<file path="config.mk">
export PLATFORM = sky130hd
export DESIGN_NAME = decoder_rr_arbiter
export DESIGN_NICKNAME = d
export VERILOG_FILES = /design/src/rtl/decoder_rr_arbiter.sv
export SDC_FILE = /design/constraint.sdc
export NUM_CORES = 1
export LEC_CHECK = 0
export CAP_MARGIN = 40
export CORE_MARGIN = 4
export CORE_UTILIZATION = 45
export DETAILED_ROUTE_END_ITERATION = 6
export GPL_TIMING_DRIVEN = 0
export HOLD_SLACK_MARGIN = 0.05
export PLACE_DENSITY_LB_ADDON = 0.15
export SYNTH_ARGS = -nofsm -noshare
export SYNTH_HDL_FRONTEND = slang
export SYNTH_SLANG_ARGS = --single-unit
</file>
<file path="constraint.sdc">
create_clock -name clk -period 2.9 [get_ports clk]
set_input_delay 0.58 -clock clk [delete_from_list [all_inputs] [get_ports clk]]
set_output_delay 0.58 -clock clk [all_outputs]
set_load 0.02 [all_outputs]
</file>
<file path="src/rtl/decoder_rr_arbiter.sv">
// Round-robin arbiter over 8 requesters feeding a 3-to-8 decoder select/enable.
// Optional grant hold timeout is compiled in with `define ARB_TIMEOUT_EN.
module decoder_rr_arbiter #(
    parameter int HOLD_MAX = 15
) (
    input  logic       clk,
    input  logic       rst,
    input  logic [7:0] req,
    input  logic       done,
    output logic [2:0] sel,
    output logic       dec_en,
    output logic       grant_valid,
    output logic       timeout
);

    // Handshake: req[i] asks for the decoder; the grantee keeps req high while
    // it uses the grant and ends it with done=1 or by dropping req. A grant is
    // live (sel valid) exactly while grant_valid=1; every grant is followed by
    // one dead GAP cycle before the next grant can start.

    if (HOLD_MAX < 2 || HOLD_MAX > 255) begin : g_bad_hold_max
        $error("HOLD_MAX must be in 2..255");
    end

    typedef enum logic [1:0] {
        IDLE  = 2'd0,
        GRANT = 2'd1,
        GAP   = 2'd2
    } state_t;

    state_t     state_q, state_d;
    logic [2:0] ptr_q, ptr_d;
    logic [2:0] sel_q, sel_d;
    logic       dec_en_q, dec_en_d;
    logic       found;
    logic [2:0] winner;
    logic [2:0] idx;
    logic       released;

    // Circular search starting just after the last grantee, ending on it.
    always_comb begin
        found  = 1'b0;
        winner = ptr_q;
        idx    = ptr_q;
        for (int i = 1; i <= 8; i++) begin
            idx = ptr_q + 3'(i);
            if (!found && req[idx]) begin
                found  = 1'b1;
                winner = idx;
            end
        end
    end

    assign released = done || !req[sel_q];

`ifdef ARB_TIMEOUT_EN
    logic [7:0] hold_cnt_q, hold_cnt_d;
    logic       timeout_q, timeout_d;
`endif

    always_comb begin
        state_d = state_q;
        ptr_d   = ptr_q;
        sel_d   = sel_q;
`ifdef ARB_TIMEOUT_EN
        hold_cnt_d = hold_cnt_q;
        timeout_d  = 1'b0;
`endif
        case (state_q)
            IDLE, GAP: begin
                if (found) begin
                    state_d = GRANT;
                    sel_d   = winner;
                    ptr_d   = winner;
`ifdef ARB_TIMEOUT_EN
                    hold_cnt_d = 8'd0;
`endif
                end else begin
                    state_d = IDLE;
                end
            end
            GRANT: begin
                // A real release always takes precedence over expiry.
                if (released) begin
                    state_d = GAP;
`ifdef ARB_TIMEOUT_EN
                end else if (hold_cnt_q == 8'(HOLD_MAX - 1)) begin
                    state_d   = GAP;
                    timeout_d = 1'b1;
                end else begin
                    hold_cnt_d = hold_cnt_q + 8'd1;
`endif
                end
            end
            default: state_d = IDLE;
        endcase
        dec_en_d = (state_d == GRANT);
    end

    always_ff @(posedge clk) begin
        if (rst) begin
            state_q  <= IDLE;
            ptr_q    <= 3'd7;
            sel_q    <= 3'd0;
            dec_en_q <= 1'b0;
        end else begin
            state_q  <= state_d;
            ptr_q    <= ptr_d;
            sel_q    <= sel_d;
            dec_en_q <= dec_en_d;
        end
    end

`ifdef ARB_TIMEOUT_EN
    always_ff @(posedge clk) begin
        if (rst) begin
            hold_cnt_q <= 8'd0;
            timeout_q  <= 1'b0;
        end else begin
            hold_cnt_q <= hold_cnt_d;
            timeout_q  <= timeout_d;
        end
    end
    assign timeout = timeout_q;
`else
    assign timeout = 1'b0;
`endif

    assign sel         = sel_q;
    assign dec_en      = dec_en_q;
    assign grant_valid = dec_en_q;

endmodule

</file>
Run 1, cells by drive strength:
Bar = 20 um.
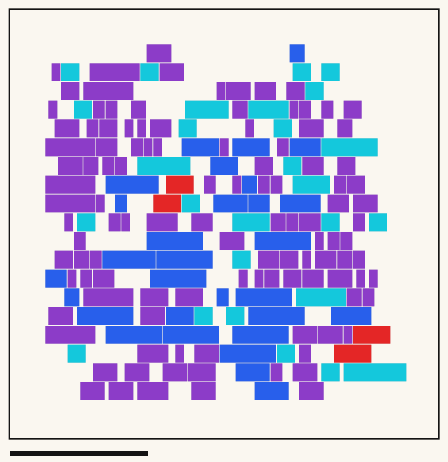
_3 and _4 cells -> cyan  # cells 27, share 16%
_6 and larger -> red  # cells 4, share 2.3%
_0 and _1 cells -> purple  # cells 113, share 65%
_2 cells -> blue  # cells 30, share 17%
Layout Area Growth over Synthesis: 31.8%
final instance area: 1730 um^2
post-route setup slack: 0.105 ns
nonclk buf count: 37

Run 1, where the registers sit:
Bar = 20 um. Other sequential cells in the stronger grey, the rest of the logic in the fainter grey.
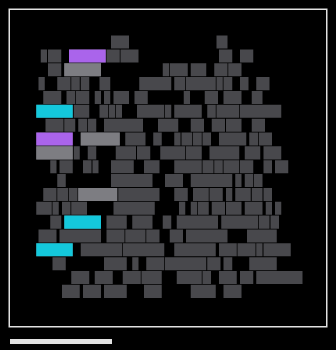
`state_q` -> purple  # placed flops 2
`sel` -> cyan  # placed flops 3
not coloured = 4
Flop area: 183 um^2
flop share of the area: 10.5%
post-route core utilization: 62.3%

Run 1, close-up of the layout:
Region (32, 1) to (62, 31) um. Cells in grey, sequential cells in the stronger grey; small squares are vias.
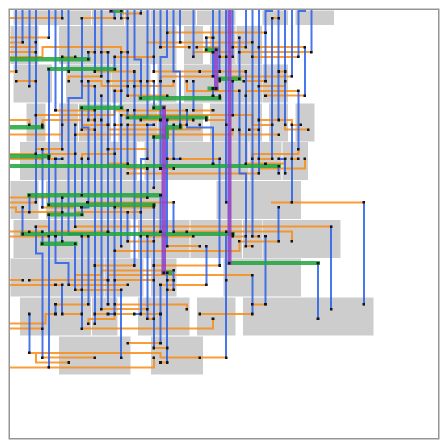
metal 3 -> green
metal 1 -> orange
metal 2 -> blue
metal 4 -> purple
most frequent = a21oi_1 (6)
cells with their middle in the window = 43
sequential cells in the window = 0

Run 1, routed clock nets over the placement:
Bar = 20 um.
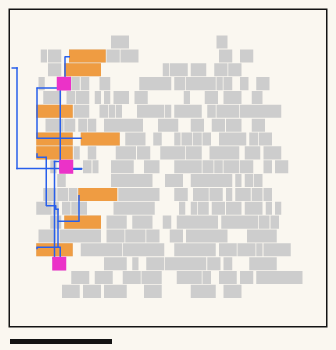
clock wires -> blue  # length 147 um
flip-flops -> orange  # count 9
clock drivers -> magenta  # count 3
routed clock nets = 4

[run 1: report_power, final]
group / internal (mW) / total [mW] / leakage, nW / switching [mW]
registers: 0.165 / 0.196 / 0.0744 / 0.0306
logic: 0.957 / 2.09 / 0.566 / 1.13
clock network: 0.0530 / 0.0971 / 0.0150 / 0.0440
total: 1.18 / 2.38 / 0.655 / 1.21
[run 1: worst paths after layout]
path / cells past startpoint / to
max: 9 / ptr_q[0]$_SDFFE_PP1P_
min: 1 / state_q[1]$_SDFF_PP0_
max reg2reg: 13 / ptr_q[0]$_SDFFE_PP1P_
min reg2reg: 1 / state_q[1]$_SDFF_PP0_
[run 1: through the flow]
stage	total power [mW]	std cells	area, um^2	setup TNS (ns)
CTS	2.11	197	1620	0
detailed placement	1.79	189	1500	-3.21
global placement	1.75	189	1500	-2.78
finish	2.38	205	1730	0
global route	2.55	205	1730	-0.0540
floorplan	1.45	144	1320	0
[run 1: cell usage in the layout (no fill, tap or decap), types with 3 or more instances in the layout]
cell type and instances:
nand3_1 3, clkdlybuf4s50_1 12, inv_1 7, mux2i_1 7, a21oi_1 12, nand2_1 9
dfxtp_1 7, clkbuf_1 4, nor3_1 6, clkbuf_4 3, nor3b_1 3, mux2i_2 3
o21ai_0 3, mux2_1 3, mux4_2 11, buf_4 15
[run 1: cells by family (layout without fill, tap and decap cells)]
group           count (synthesis)  in the layout  synth area share (%)
compound gates                 45             45                  25.3
xor+xnor                        4              4                  3.24
fa+ha+maj                       2              2                  1.90
buf+inv                        20             50                  7.33
flops                           9              9                  13.7
mux                            29             29                  33.5
other cells                     1              1                 0.285
simple gates                   34             34                  14.7
[run 1: registers in the layout, indices dropped and copies added (netlist names)]
name     count
ptr_q        3
sel          3
state_q      2
dec_en       1
==> ci_impl_report.md, run 1 <==
## Implementation flow summary

| Metric | Value |
|---|---|
| Comb_multi_in | `~120` |
| Avg Vias per Cell | `6.71` |
| Vias in the first global route | `1,364` |
| Crit-path max FO | `8` |
| Synth top cell by count | `a21oi_1` |
| Status | `finished clean` |
| Tmin final | `2.79 ns` |
| Maximum clock rate | `between 300 and 400 MHz` |
| Floorplan Utilization | `47.3%` |
| Wirelength per Cell | `19.1 um` |
| Commonest flop | `dfxtp_1` |
| Vias | `1,376` |
| Seq cells | `9` |
| Ports | `17` |
| GRT met2 Usage | `36.2%` |
| DRC | `0` |
| Met3 WL | `268 um` |
| Setup violators final | `0` |
| Number of well taps | `31` |
| Nets@finish | `about 190` |
| Unique masters post-synth | `approximately 54` |
| Hold WC Path Type | `register to register` |
| Peak VDD IR | `1010 uV` |
| CORE AREA | `2780 um^2` |
| Mapped Area | `roughly 1300 um^2` |
| Die W | `62.1 um` |
| TritonCTS clock tree | `built` |
| Hold_sp | `state_q[1]$_SDFF_PP0_` |
| Fill count | `between 200 and 300` |
| Cycle use final | `96.4%` |
| Ys cells | `around 140` |
| Synth area leader | `mux4_2` |
| EDFF count, synth | `0` |
| Uppermost layer routed | `met4` |
| Register share after synthesis | `a little over an eighth` |
| Buf/Inv on CP | `2` |
| Initial antenna violation count | `0` |
| Clk_skew | `around 0.005 ns` |
| Post-synth ARST share | `0%` |
==> run 2, diff against run 1 <==
Settings changed: RECOVER_POWER set to 50.
Run 2, routed clock nets over the placement:
Bar = 20 um.
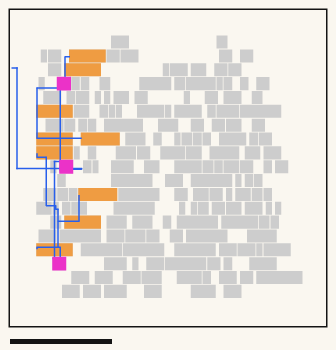
clock wires -> blue  # length 147 um
flip-flops -> orange  # count 9
clock drivers -> magenta  # count 3
routed clock nets = 4

==> ci_impl_report.md, run 2 <==
## Implementation flow summary

| Metric | Value |
|---|---|
| Maximum clock rate | `358 MHz (about the same)` |
| Internal Power | `1.17 mW (-0.51%)` |
| Layout Area Growth over Synthesis | `31.8% (unchanged)` |
| Most frequent logic cell in the layout | `buf_4` |
| Wirelength per Cell | `19.2 um (+0.28%)` |
| Setup violators final | `0 (unchanged)` |
| Unique masters post-synth | `54 (unchanged)` |
| Die W | `62.1 um (unchanged)` |
| Flop area | `183 um^2 (unchanged)` |
| Total power | `2.37 mW (-0.36%)` |
| Non-Filler Instances | `205 (unchanged)` |
| Ports | `17 (unchanged)` |
| Post-route setup slack | `0.106 ns (+0.000376 ns)` |
| Vias | `1,366 (-0.73%)` |
| Cycle use final | `96.4% (about the same)` |
| Mapped Area | `1320 um^2 (unchanged)` |
| Clk pwr share | `4.1% (about the same)` |
| Status | `finished clean` |
| Psw | `1.20 mW (-0.22%)` |
| CORE AREA | `2780 um^2 (unchanged)` |
| Avg Vias per Cell | `6.66 (-0.73%)` |
| Flop share of the area | `10.5% (unchanged)` |
| Buf/Inv on CP | `2 (unchanged)` |
| Tmin final | `2.79 ns (-0.000376 ns)` |
| Combinational power share | `87.7% (about the same)` |
| Floorplan Utilization | `47.3% (unchanged)` |
| Share of power burned in registers | `8.2% (about the same)` |
| Vias in the first global route | `1,364 (unchanged)` |
| Clk_skew | `0.00450 ns (-0.000395 ns)` |
[run 2: cell counts after synthesis]
Identical to the previous run, type by type.
[run 2: final timing paths]
path	start	to	slack, ns	cells past startpoint
setup / recovery	req[7]	ptr_q[0]$_SDFFE_PP1P_	0.11	9
hold / removal	state_q[1]$_SDFF_PP0_	state_q[1]$_SDFF_PP0_	0.44	1
setup reg to reg	ptr_q[1]$_SDFFE_PP1P_	ptr_q[0]$_SDFFE_PP1P_	0.15	13
hold reg to reg	state_q[1]$_SDFF_PP0_	state_q[1]$_SDFF_PP0_	0.44	1
[run 2: timing repair]
item                                    in CTS  in global routing
pin swaps                                    2                  7
endpoints found under the setup margin       8                  8
gates resized                               15                 18
buffers inserted                             4                  9
[run 2: logic make-up (layout without fill, tap and decap cells)]
| family | after synthesis | after routing | synth area share [%] |
|---|---|---|---|
| AOI/OAI and AO/OA | 45 | 45 | 25.3 |
| and+or+nand+nor | 34 | 34 | 14.7 |
| muxes | 29 | 29 | 33.5 |
| buffers and inverters | 20 | 50 | 7.33 |
| DFF | 9 | 9 | 13.7 |
| xor gates and xnor gates | 4 | 4 | 3.24 |
| adders and majority gates | 2 | 2 | 1.90 |
| other | 1 | 1 | 0.285 |
[run 2: power groups by stage]
stage	combinational, mW	clock [mW]	sequential (mW)
2_1_floorplan	1.24	0	0.209
3_3_place_gp	1.56	0	0.195
3_5_place_dp	1.59	0	0.196
4_1_cts	1.81	0.102	0.195
5_1_grt	2.23	0.108	0.201
6_report	2.08	0.0969	0.196
[run 2: through the flow]
stage	instance area, um^2	setup TNS (ns)
global placement	1500	-2.78
CTS	1620	0
global route	1730	-0.0540
floorplan	1320	0
finish	1730	0
detailed placement	1500	-3.21
==> run 3, diff against run 2 <==
Settings changed: GPL_ROUTABILITY_DRIVEN set to 0.
Run 3, routed clock nets over the placement:
Bar = 20 um.
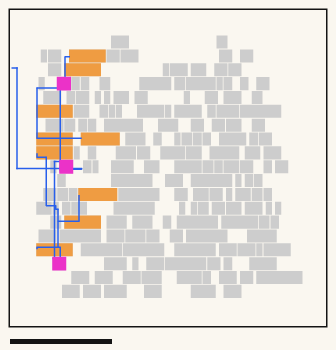
flip-flops -> orange  # count 9
clock wires -> blue  # length 147 um
clock drivers -> magenta  # count 3
routed clock nets = 4
Clk. pwr: 0.0969 mW
clk_lat worst skew: 0.26 ns
Clk pwr share: 4.1%
clk_skew: 0.00450 ns

==> ci_impl_report.md, run 3 <==
## Implementation flow summary

| Metric | Value |
|---|---|
| Status | `finished clean` |
| GRT met2 Usage | `between 30 and 40%` |
| Worst Reg-to-Reg Cells | `13 (unchanged)` |
| Wirelength per Cell | `19.2 um (unchanged)` |
| Buf/Inv on CP | `2 (unchanged)` |
| Reg2reg setup slack | `0.15 ns (about the same)` |
| Ports | `17 (unchanged)` |
| Post-CTS sizing | `15 (unchanged)` |
| Number of port buffers | `14` |
| Top cells by count | `13 x a21oi_1, 11 x mux2i_1, 11 x mux4_2` |
| Die W | `62.1 um (unchanged)` |
| CP Capture Type | `register` |
| Reg2reg start | `ptr_q[1]$_SDFFE_PP1P_` |
| Hold_buf cts | `0` |
| Unique masters post-synth | `54 (unchanged)` |
| Hold EP | `state_q[1]$_SDFF_PP0_` |
| Vias in the first global route | `1,364 (unchanged)` |
| Syn Area/Cell | `9.13 um^2` |
| Total power | `2.37 mW (unchanged)` |
| Setup violators final | `0 (unchanged)` |
| Non-Filler Instances | `205 (unchanged)` |
| Setup bufs post-CTS | `4 (unchanged)` |
| Antenna-violating nets left | `0` |
| Setup TNS | `0 ns (unchanged)` |
| Maximum clock rate | `358 MHz (unchanged)` |
| Crit start category | `input port` |
| Most frequent logic cell in the layout | `buf_4` |
| Post-route setup slack | `0.106 ns (unchanged)` |
| Mapped Area | `1320 um^2 (unchanged)` |
| Cycle use final | `96.4% (unchanged)` |
| Hold_sp | `state_q[1]$_SDFF_PP0_` |
| Final instance area | `1730 um^2 (unchanged)` |
| Layout Area Growth over Synthesis | `31.8% (unchanged)` |
| Floorplan Utilization | `47.3% (unchanged)` |
| Reg2reg end | `ptr_q[0]$_SDFFE_PP1P_` |
| Avg Vias per Cell | `6.66 (unchanged)` |
| Max Cap Violations | `0` |
| Vias | `1,366 (unchanged)` |
| GRT Resource Usage Total | `about 22%` |
| Placed cell area | `1500 um^2 (unchanged)` |
| Largest net degree at the start of global routing | `11` |
| Hold Path Stages | `1 (unchanged)` |
| CORE AREA | `2780 um^2 (unchanged)` |
[run 3: cell counts in the layout (fill, tap and decap cells not counted)]
No cell type changed its count.
[run 3: kinds of logic after synthesis]
logic type	synth area share, %
compound gates	25.3
simple gates	14.7
mux	33.5
buf+inv	7.33
flops	13.7
xor+xnor	3.24
fa+ha+maj	1.90
other cells	0.285
[run 3: worst max-delay path by stage]
stage               slack (ns)  cells after the start             startpoint                    end
floorplan                 0.03                     13  ptr_q[1]$_SDFFE_PP1P_  ptr_q[1]$_SDFFE_PP1P_
global placement         -0.50                     13  ptr_q[1]$_SDFFE_PP1P_  ptr_q[1]$_SDFFE_PP1P_
detailed placement       -0.57                     13  ptr_q[1]$_SDFFE_PP1P_  ptr_q[1]$_SDFFE_PP1P_
CTS                       0.02                     13  ptr_q[1]$_SDFFE_PP1P_    sel[1]$_SDFFE_PP0P_
global route             -0.04                     12  ptr_q[1]$_SDFFE_PP1P_    sel[1]$_SDFFE_PP0P_
finish                    0.11                      9                 req[7]  ptr_q[0]$_SDFFE_PP1P_
[run 3: power by group]
group | total, mW | switching [mW] | internal [mW]
registers | 0.196 | 0.0300 | 0.165
clock network | 0.0969 | 0.0438 | 0.0530
logic | 2.08 | 1.13 | 0.951
total | 2.37 | 1.20 | 1.17
[run 3: layout make-up]
| class | count | area [um^2] | area share (%) |
|---|---|---|---|
| plain buffers | 10 | 83.8 | 4.84 |
| clock buffers | 4 | 26.3 | 1.52 |
| inverters | 9 | 38.8 | 2.24 |
| multi-input cells | 115 | 1120 | 64.6 |
| flip-flops and latches | 9 | 183 | 10.5 |
| well taps | 31 | 38.8 | 2.24 |
| repair buffers | 27 | 243 | 14.0 |
Power is estimated from default activity; no workload was simulated.
